[src/rtl/input_prefetch_fifo_pkg.sv]
// Shared defaults and handshake state encodings for the input prefetch buffer.
package input_prefetch_fifo_pkg;

    localparam int unsigned DW_DEF    = 16;
    localparam int unsigned DEPTH_DEF = 4;

    typedef enum logic [1:0] {
        U_IDLE     = 2'd0,
        U_REQ      = 2'd1,
        U_WAIT_LOW = 2'd2
    } up_state_e;

    typedef enum logic {
        D_IDLE = 1'b0,
        D_ACK  = 1'b1
    } dn_state_e;

endpackage

[src/rtl/input_prefetch_fifo_if.sv]
// 4-phase req/ack word channel; the requester is master, the data source is slave.
interface input_prefetch_fifo_if #(
    parameter int unsigned DW = input_prefetch_fifo_pkg::DW_DEF
) ();
    logic          req;
    logic          ack;
    logic [DW-1:0] data;

    modport master (output req, input ack, input data);
    modport slave  (input req, output ack, output data);
endinterface

[src/rtl/input_prefetch_fifo_sync_fifo.sv]
// Small synchronous FIFO with flush; head word is read straight from storage.
module sync_fifo #(
    parameter  int unsigned DW    = 16,
    parameter  int unsigned DEPTH = 4,
    localparam int unsigned AW    = $clog2(DEPTH)
) (
    input  logic          clk,
    input  logic          rst_b,
    input  logic          push,
    input  logic [DW-1:0] push_data,
    input  logic          pop,
    input  logic          flush,
    output logic [DW-1:0] head_c,
    output logic [AW:0]   count,
    output logic          full,
    output logic          empty
);
    localparam int unsigned CW = AW + 1;

    logic [DW-1:0] mem [DEPTH];
    logic [AW-1:0] wr_ptr;
    logic [AW-1:0] rd_ptr;
    logic          do_push_c;
    logic          do_pop_c;
    logic [AW:0]   count_nxt_c;

    // Flush wins over any push or pop in the same cycle.
    assign do_push_c = push && !flush;
    assign do_pop_c  = pop && !flush;
    assign head_c    = mem[rd_ptr];

    always_comb begin
        count_nxt_c = count;
        if (flush)
            count_nxt_c = '0;
        else if (do_push_c && !do_pop_c)
            count_nxt_c = count + CW'(1);
        else if (!do_push_c && do_pop_c)
            count_nxt_c = count - CW'(1);
    end

    always_ff @(posedge clk or negedge rst_b) begin
        if (!rst_b) begin
            wr_ptr <= '0;
            rd_ptr <= '0;
            count  <= '0;
            full   <= 1'b0;
            empty  <= 1'b1;
        end else begin
            if (flush) begin
                wr_ptr <= '0;
                rd_ptr <= '0;
            end else begin
                if (do_push_c) wr_ptr <= wr_ptr + AW'(1);
                if (do_pop_c)  rd_ptr <= rd_ptr + AW'(1);
            end
            count <= count_nxt_c;
            full  <= (count_nxt_c == CW'(DEPTH));
            empty <= (count_nxt_c == '0);
        end
    end

    always_ff @(posedge clk) begin
        if (do_push_c) mem[wr_ptr] <= push_data;
    end

endmodule

[src/rtl/input_prefetch_fifo.sv]
// Prefetches words from the input unit and serves them to the CU, both over 4-phase req/ack.
module input_prefetch_fifo
    import input_prefetch_fifo_pkg::*;
#(
    parameter  int unsigned DW    = DW_DEF,
    parameter  int unsigned DEPTH = DEPTH_DEF,
    localparam int unsigned AW    = $clog2(DEPTH)
) (
    input  logic                         clk,
    input  logic                         rst_b,
    input  logic                         prefetch_en,
    input  logic                         flush,
    input_prefetch_fifo_if.master        inp,
    input_prefetch_fifo_if.slave         cu,
    output logic [AW:0]                  count,
    output logic                         full,
    output logic                         empty
);
    up_state_e     u_state;
    dn_state_e     d_state;
    logic          push_c;
    logic          pop_c;
    logic [DW-1:0] head_c;

    assign push_c = (u_state == U_REQ) && inp.ack;
    assign pop_c  = (d_state == D_IDLE) && cu.req && !empty && !flush;

    sync_fifo #(.DW(DW), .DEPTH(DEPTH)) u_fifo (
        .clk       (clk),
        .rst_b     (rst_b),
        .push      (push_c),
        .push_data (inp.data),
        .pop       (pop_c),
        .flush     (flush),
        .head_c    (head_c),
        .count     (count),
        .full      (full),
        .empty     (empty)
    );

    // Upstream: space checked at issue, ack must be low before a new request.
    always_ff @(posedge clk or negedge rst_b) begin
        if (!rst_b) begin
            u_state <= U_IDLE;
            inp.req <= 1'b0;
        end else begin
            case (u_state)
                U_IDLE: if (prefetch_en && !flush && !full && !inp.ack) begin
                    inp.req <= 1'b1;
                    u_state <= U_REQ;
                end
                U_REQ: if (inp.ack) begin
                    inp.req <= 1'b0;
                    u_state <= U_WAIT_LOW;
                end
                U_WAIT_LOW: if (!inp.ack) u_state <= U_IDLE;
                default: begin
                    inp.req <= 1'b0;
                    u_state <= U_IDLE;
                end
            endcase
        end
    end

    // Downstream: grant latches the head word; ack held until the CU drops req.
    always_ff @(posedge clk or negedge rst_b) begin
        if (!rst_b) begin
            d_state <= D_IDLE;
            cu.ack  <= 1'b0;
            cu.data <= '0;
        end else begin
            case (d_state)
                D_IDLE: if (pop_c) begin
                    cu.data <= head_c;
                    cu.ack  <= 1'b1;
                    d_state <= D_ACK;
                end
                D_ACK: if (!cu.req) begin
                    cu.ack  <= 1'b0;
                    d_state <= D_IDLE;
                end
            endcase
        end
    end

endmodule
[src/flat_wrapper.sv]
// flat-port wrapper written by rule: the top's interface ports become plain ports
module input_prefetch_fifo_flat import input_prefetch_fifo_pkg::*;
#(
    parameter  int unsigned DW    = DW_DEF,
    parameter  int unsigned DEPTH = DEPTH_DEF,
    localparam int unsigned AW    = $clog2(DEPTH)
)
  (clk, rst_b, prefetch_en, flush, count, full, empty, inp_req, inp_ack, inp_data, cu_req, cu_ack, cu_data);
  input_prefetch_fifo_if #(.DW(DW)) inp_i ();
  input_prefetch_fifo_if #(.DW(DW)) cu_i ();
  input  logic clk;
  input  logic rst_b;
  input  logic prefetch_en;
  input  logic flush;
  output logic [AW:0] count;
  output logic full;
  output logic empty;
  output wire logic [$bits(inp_i.req)-1:0] inp_req;
  input wire logic [$bits(inp_i.ack)-1:0] inp_ack;
  input wire logic [$bits(inp_i.data)-1:0] inp_data;
  input wire logic [$bits(cu_i.req)-1:0] cu_req;
  output wire logic [$bits(cu_i.ack)-1:0] cu_ack;
  output wire logic [$bits(cu_i.data)-1:0] cu_data;
  assign inp_req = inp_i.req;
  assign inp_i.ack = inp_ack;
  assign inp_i.data = inp_data;
  assign cu_i.req = cu_req;
  assign cu_ack = cu_i.ack;
  assign cu_data = cu_i.data;
  input_prefetch_fifo #(.DW(DW), .DEPTH(DEPTH)) u_core (.clk(clk), .rst_b(rst_b), .prefetch_en(prefetch_en), .flush(flush), .inp(inp_i), .cu(cu_i), .count(count), .full(full), .empty(empty));
endmodule
[config.mk]
export PLATFORM = sky130hd
export DESIGN_NAME = input_prefetch_fifo_flat
export DESIGN_NICKNAME = d
export VERILOG_FILES = /design/src/rtl/input_prefetch_fifo_pkg.sv /design/src/rtl/input_prefetch_fifo_if.sv /design/src/rtl/input_prefetch_fifo_sync_fifo.sv /design/src/rtl/input_prefetch_fifo.sv /design/src/flat_wrapper.sv
export SDC_FILE = /design/constraint.sdc
export NUM_CORES = 1
export LEC_CHECK = 0
export CAP_MARGIN = 20
export CORE_MARGIN = 2
export CORE_UTILIZATION = 55
export DETAILED_ROUTE_END_ITERATION = 8
export PLACE_DENSITY = 0.79
export SLEW_MARGIN = 20
export SYNTH_ARGS = -nofsm -noshare
export SYNTH_HDL_FRONTEND = slang
export SYNTH_SLANG_ARGS = --single-unit
[constraint.sdc]
create_clock -name clk -period 2.3 [get_ports clk]
set_input_delay 0.345 -clock clk [delete_from_list [all_inputs] [get_ports clk]]
set_output_delay 0.345 -clock clk [all_outputs]
set_load 0.02 [all_outputs]
==> out/metrics.yaml, run 1 <==
maxPowerGroup: "registers"
drc_errors: 0
hold_buffers: 0
pwr-share-clk: 0.249
yosysWarnings: 0
fin_cells: 343
yosys.area.top_type: "edfxtp_1"
hold_path.class: "primary input to async pin"
edf_count: 64
mux_area_frac: 0.147
pwr-share-comb: 0.266
inverters: 5
period_used_share: 0.816
synth_area_sq_um: 3750
synth_flops: 94
leakage_nw: 1.65
crit_path_top_delay_cell: "clkdlybuf4s50_1"
fill_cells: 448
grt_antenna_before_repair: 0
finalSetupTns_ns: 0
drt-initial-drc-count: 99
nNonClkBuffers: 60
cp_top_family: "buffers and inverters"
crit_chain: "clkdlybuf4s50_1"
dp_cells: 327
grt_pass1_vias: 1956
combGateArea_sq_um: 987
num_rows: 30
dp_slack_ns: 0.178
post-cts-setup-buffer-count: 0
vias: 1900
reg2reg_to: "u_core.u_fifo.count[2]"
clk_path_buf_depth: 2
r2r-start: "u_core.u_state[1]"
ir_drop_mv: 0.548
worstSetupEndpoint: "empty"
maxSlewHeadroom: 0.724
grtUsageMet3: 0.0324
hold_slack_ns: 0.368
most_common_cell: "edfxtp_1"
yosys.area_share.adder: 0.0200
largest_class: "flip-flops and latches"
htreeDepth: 3
rsz0062_at_grt: "no"
aoi_share: 0.0314
grt_use_met1: 0.249
critPathMaxStageDelay_ns: 0.60
cts_inserted_buffers: 9
drive_gt1_frac: 0.289
wl_met2_um: 3230
routed.top_layer: "met4"
portBuffers: 44
fin_nets: 286
top_logic_kind: "multiplexers"
p_clk_mw: 1.11
tightest_slew_ns: 0.413
min_period_ns: 1.88
powerSeq_mw: 2.16
swShare: 0.281
largest_reg_flops: 64
nFlopsAndLatches: 94
setup_ws_ns: 0.422
ys_chip_area_sq_um: 3750
crit_required_ns: 1.96
yosysUniqueCellTypes: 36
wl_per_cell_um: 18.3
reg2reg_slack_ns: 0.57
powerComb_mw: 1.19
worst-r2r-cell-count: 4
skew_ns: 0.0119
cts-resized-gates: 0
critPathCaptureType: "output port"
p_int_mw: 3.20
postSynthSeqShare: 0.713
area_growth_pct: 21.9
synth.top_cell.area_share: 0.513
wl_met1_um: 2720
status: "finished, final reports clean"
p_switching_mw: 1.25
yosys.area_share.xor_xnor: 0.00935
crit_type: "register to output port"
placement.cell_area_sq_um: 4370
### Register map, names as in the netlist, run 1

Scale: 6 px per um.
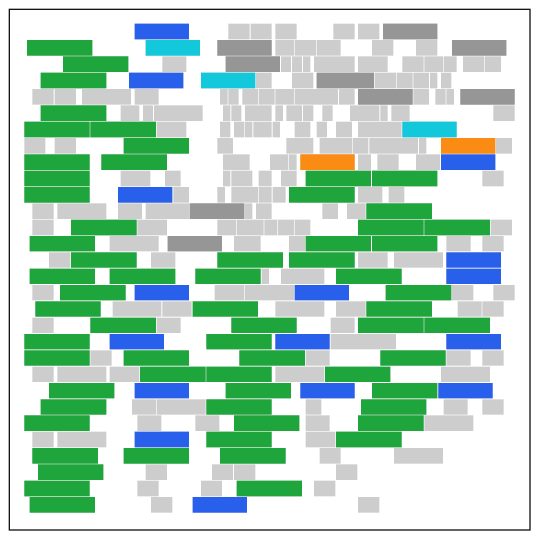
cyan -> u_core.u_fifo.count  # flops 3
green -> u_core.u_fifo.mem  # flops 64
blue -> u_core.cu.data  # flops 16
orange -> u_core.u_fifo.rd_ptr  # flops 2
sequential share of cell area: 0.585
Final Util: 0.684
Reg area: 2670 sq um

### PDN straps and rails, run 1

Scale: 4 px per um. Pins as bars on the die edge. Tap cells in gray.
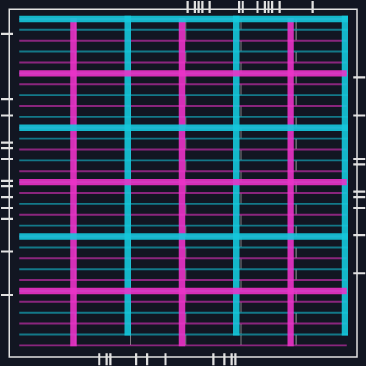
cyan -> VDD
magenta -> VSS
rows = 30
tap cells = 80
die y size: 86.6 um
Chip Width: 86.6 um
CORE AREA: 6680 sq um

### Cell density map, run 1

Scale: 4 px per um. 9 x 9 tiles, from white (low) to dark blue (high), 0 to 100% covered.
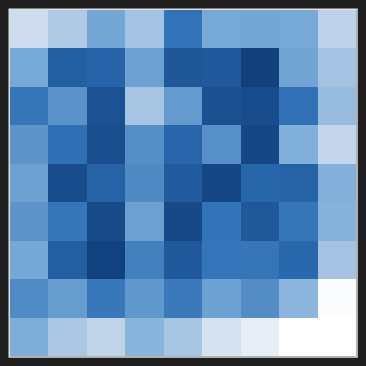
fullest tile = 94%
nearly empty tiles = 3.7%
tiles over 75% full = 30%
mean over tiles = 60%
emptiest ninth of the die = bottom right
Starting Density: 0.561

### Metal layers overlaid, run 1

Scale: 6 px per um.
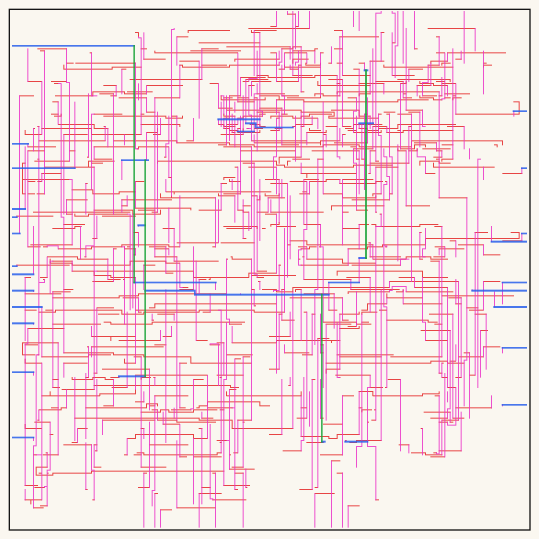
magenta -> metal 2  # wire length 3,230 um
blue -> metal 3  # wire length 180 um
red -> metal 1  # wire length 2,720 um
green -> metal 4  # wire length 131 um
GRT Overall Usage: 0.186
routed wire length: 6270 um

==> inputs of run 2 (changes only) <==
Settings changed: CORE_UTILIZATION 55 to 50, PLACE_DENSITY 0.79 to 0.76.
Clock period 2.3 ns to 1.7 ns, I/O delays scaled along.
==> run 2 against run 1 <==
- largest power group unchanged
- critical path type unchanged
- synthesized cell count unchanged
- area after synthesis unchanged
- combinational power grew 39%
- non-clock buffer count up 9
- clock skew shrank 0.00093 ns
- first-iteration DRC count grew 12%
- setup slack worse by 0.36 ns
- via count rose by 1.6%
- global-route usage is 1.6 points lower
- highest routed layer unchanged
- clock-buffer cell count stayed put
==> out/metrics.yaml, run 2 <==
status: "finished, final reports clean"
post-cts-setup-buffer-count: 0  # unchanged
cp.depth: 1
die_x_um: 90.6  # +4.7%
vias: 1931  # +1.6%
fin_nets: 295  # +3.1%
synthCells: 194
swShare: 0.283  # +0.00118
inverters: 5  # unchanged
seqPwrFrac: 0.484
clk_path_buf_depth: 2  # unchanged
drive_gt1_frac: 0.316  # +0.0272
synth.top_cell.area_share: 0.513  # unchanged
worst-r2r-cell-count: 4  # unchanged
yosys.area_share.adder: 0.0200  # unchanged
finalSetupTns_ns: 0  # unchanged
fill_cells: 535  # +19%
yosysWarnings: 0  # unchanged
wl_met2_um: 3280  # +1.3%
critPathMaxStageDelay_ns: 0.63  # +0.03 ns
aoi_share: 0.0314  # unchanged
crit_required_ns: 1.44  # -0.52 ns
edf_count: 64  # unchanged
reg2reg_to: "u_core.cu.data[15]"
largest_class: "flip-flops and latches"
cts_inserted_buffers: 9  # unchanged
p_switching_mw: 1.71  # +36%
fin_cells: 371  # +8.2%
grt_use_met1: 0.229  # -0.0199
drc_errors: 0  # unchanged
num_rows: 31  # +3.3%
p_clk_mw: 1.46  # +32%
area_growth_pct: 25.0
postSynthSeqShare: 0.713  # unchanged
yosysUniqueCellTypes: 36  # unchanged
hold_buffers: 0  # unchanged
htreeDepth: 3  # unchanged
hold_slack_ns: 0.295  # -0.0728 ns
setup_ws_ns: 0.0585  # -0.364 ns
synth_flops: 94  # unchanged
grt.total_usage: 0.170  # -0.0163
seqCellArea_sq_um: 2670  # unchanged
worstSetupEndpoint: "count[2]"
maxSlewHeadroom: 0.743  # +0.0186
routed.top_layer: "met4"
finalSetupViolCount: 0
skew_ns: 0.0110  # -0.000926 ns
placement.cell_area_sq_um: 4470  # +2.5%
grt_pass1_vias: 2058  # +5.2%
grtUsageMet3: 0.0376  # +0.00518
pwr-share-clk: 0.242  # -0.007
critPathCaptureType: "output port"
drt-initial-drc-count: 111  # +12%
nNonClkBuffers: 69  # +15%
yosys.area_share.xor_xnor: 0.00935  # unchanged
combGateArea_sq_um: 992  # +0.51%
rsz0062_at_grt: "no"
mux_area_frac: 0.147  # unchanged
cp_top_family: "buffers and inverters"
powerComb_mw: 1.66  # +39%
hold_path.class: "primary input to async pin"
cts-resized-gates: 1  # +1
maxPowerGroup: "registers"
dp_cells: 354  # +8.3%
clock_area_frac: 0.0419
period_used_share: 0.966
min_period_ns: 1.64
grt_antenna_before_repair: 0  # unchanged
most_common_cell: "edfxtp_1"
crit_type: "register to output port"
grt_start_max_net_pins: 31
reg_top3: "u_core.u_fifo.mem: 64 flops, u_core.cu.data: 16 flops, u_core.u_fifo.count: 3 flops"
wl_met1_um: 2870  # +5.5%
dp_slack_ns: -0.255  # -0.433 ns
drt-total-wl_um: 6490  # +3.6%
leakage_nw: 1.71  # +4.0%
crit_path_top_delay_cell: "clkdlybuf4s50_1"
portBuffers: 44  # unchanged
yosys.area.top_type: "edfxtp_1"
crit_chain: "clkdlybuf4s50_1"
grt_overflow: 0
top_logic_kind: "multiplexers"
tightest_slew_ns: 0.386  # -0.0275 ns
seq_share: 0.571  # -0.0142
ys_chip_area_sq_um: 3750  # unchanged
r2r-start: "u_core.d_state"
reg2reg_slack_ns: 0.08  # -0.49 ns
synth_area_sq_um: 3750  # unchanged
largest_reg_flops: 64  # unchanged
powerSeq_mw: 2.93  # +36%
### PDN straps and rails, run 2

Scale: 4 px per um. Pins as bars on the die edge. Tap cells in gray.
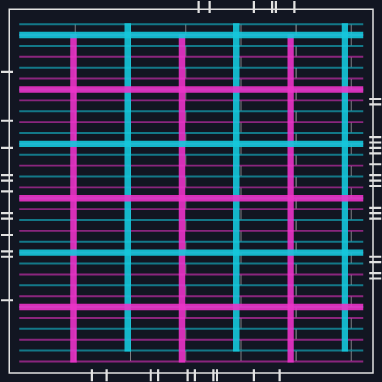
cyan -> VDD
magenta -> VSS
met5 straps = 6
signal pins = 45
die y size: 90.6 um
CORE AREA: 7250 sq um
Max VDD drop: 0.842 mV

### Cell density map, run 2

Scale: 4 px per um. 9 x 9 tiles, from white (low) to dark blue (high), 0 to 100% covered.
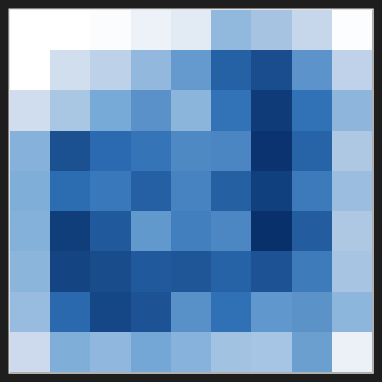
emptiest ninth of the die = top left
mean over tiles = 56%
tiles over 75% full = 30%
fullest tile = 100%
nearly empty tiles = 6.2%
Starting Density: 0.517
Final Util: 0.646

No activity file was given, so power comes from the tool's default toggle rates.
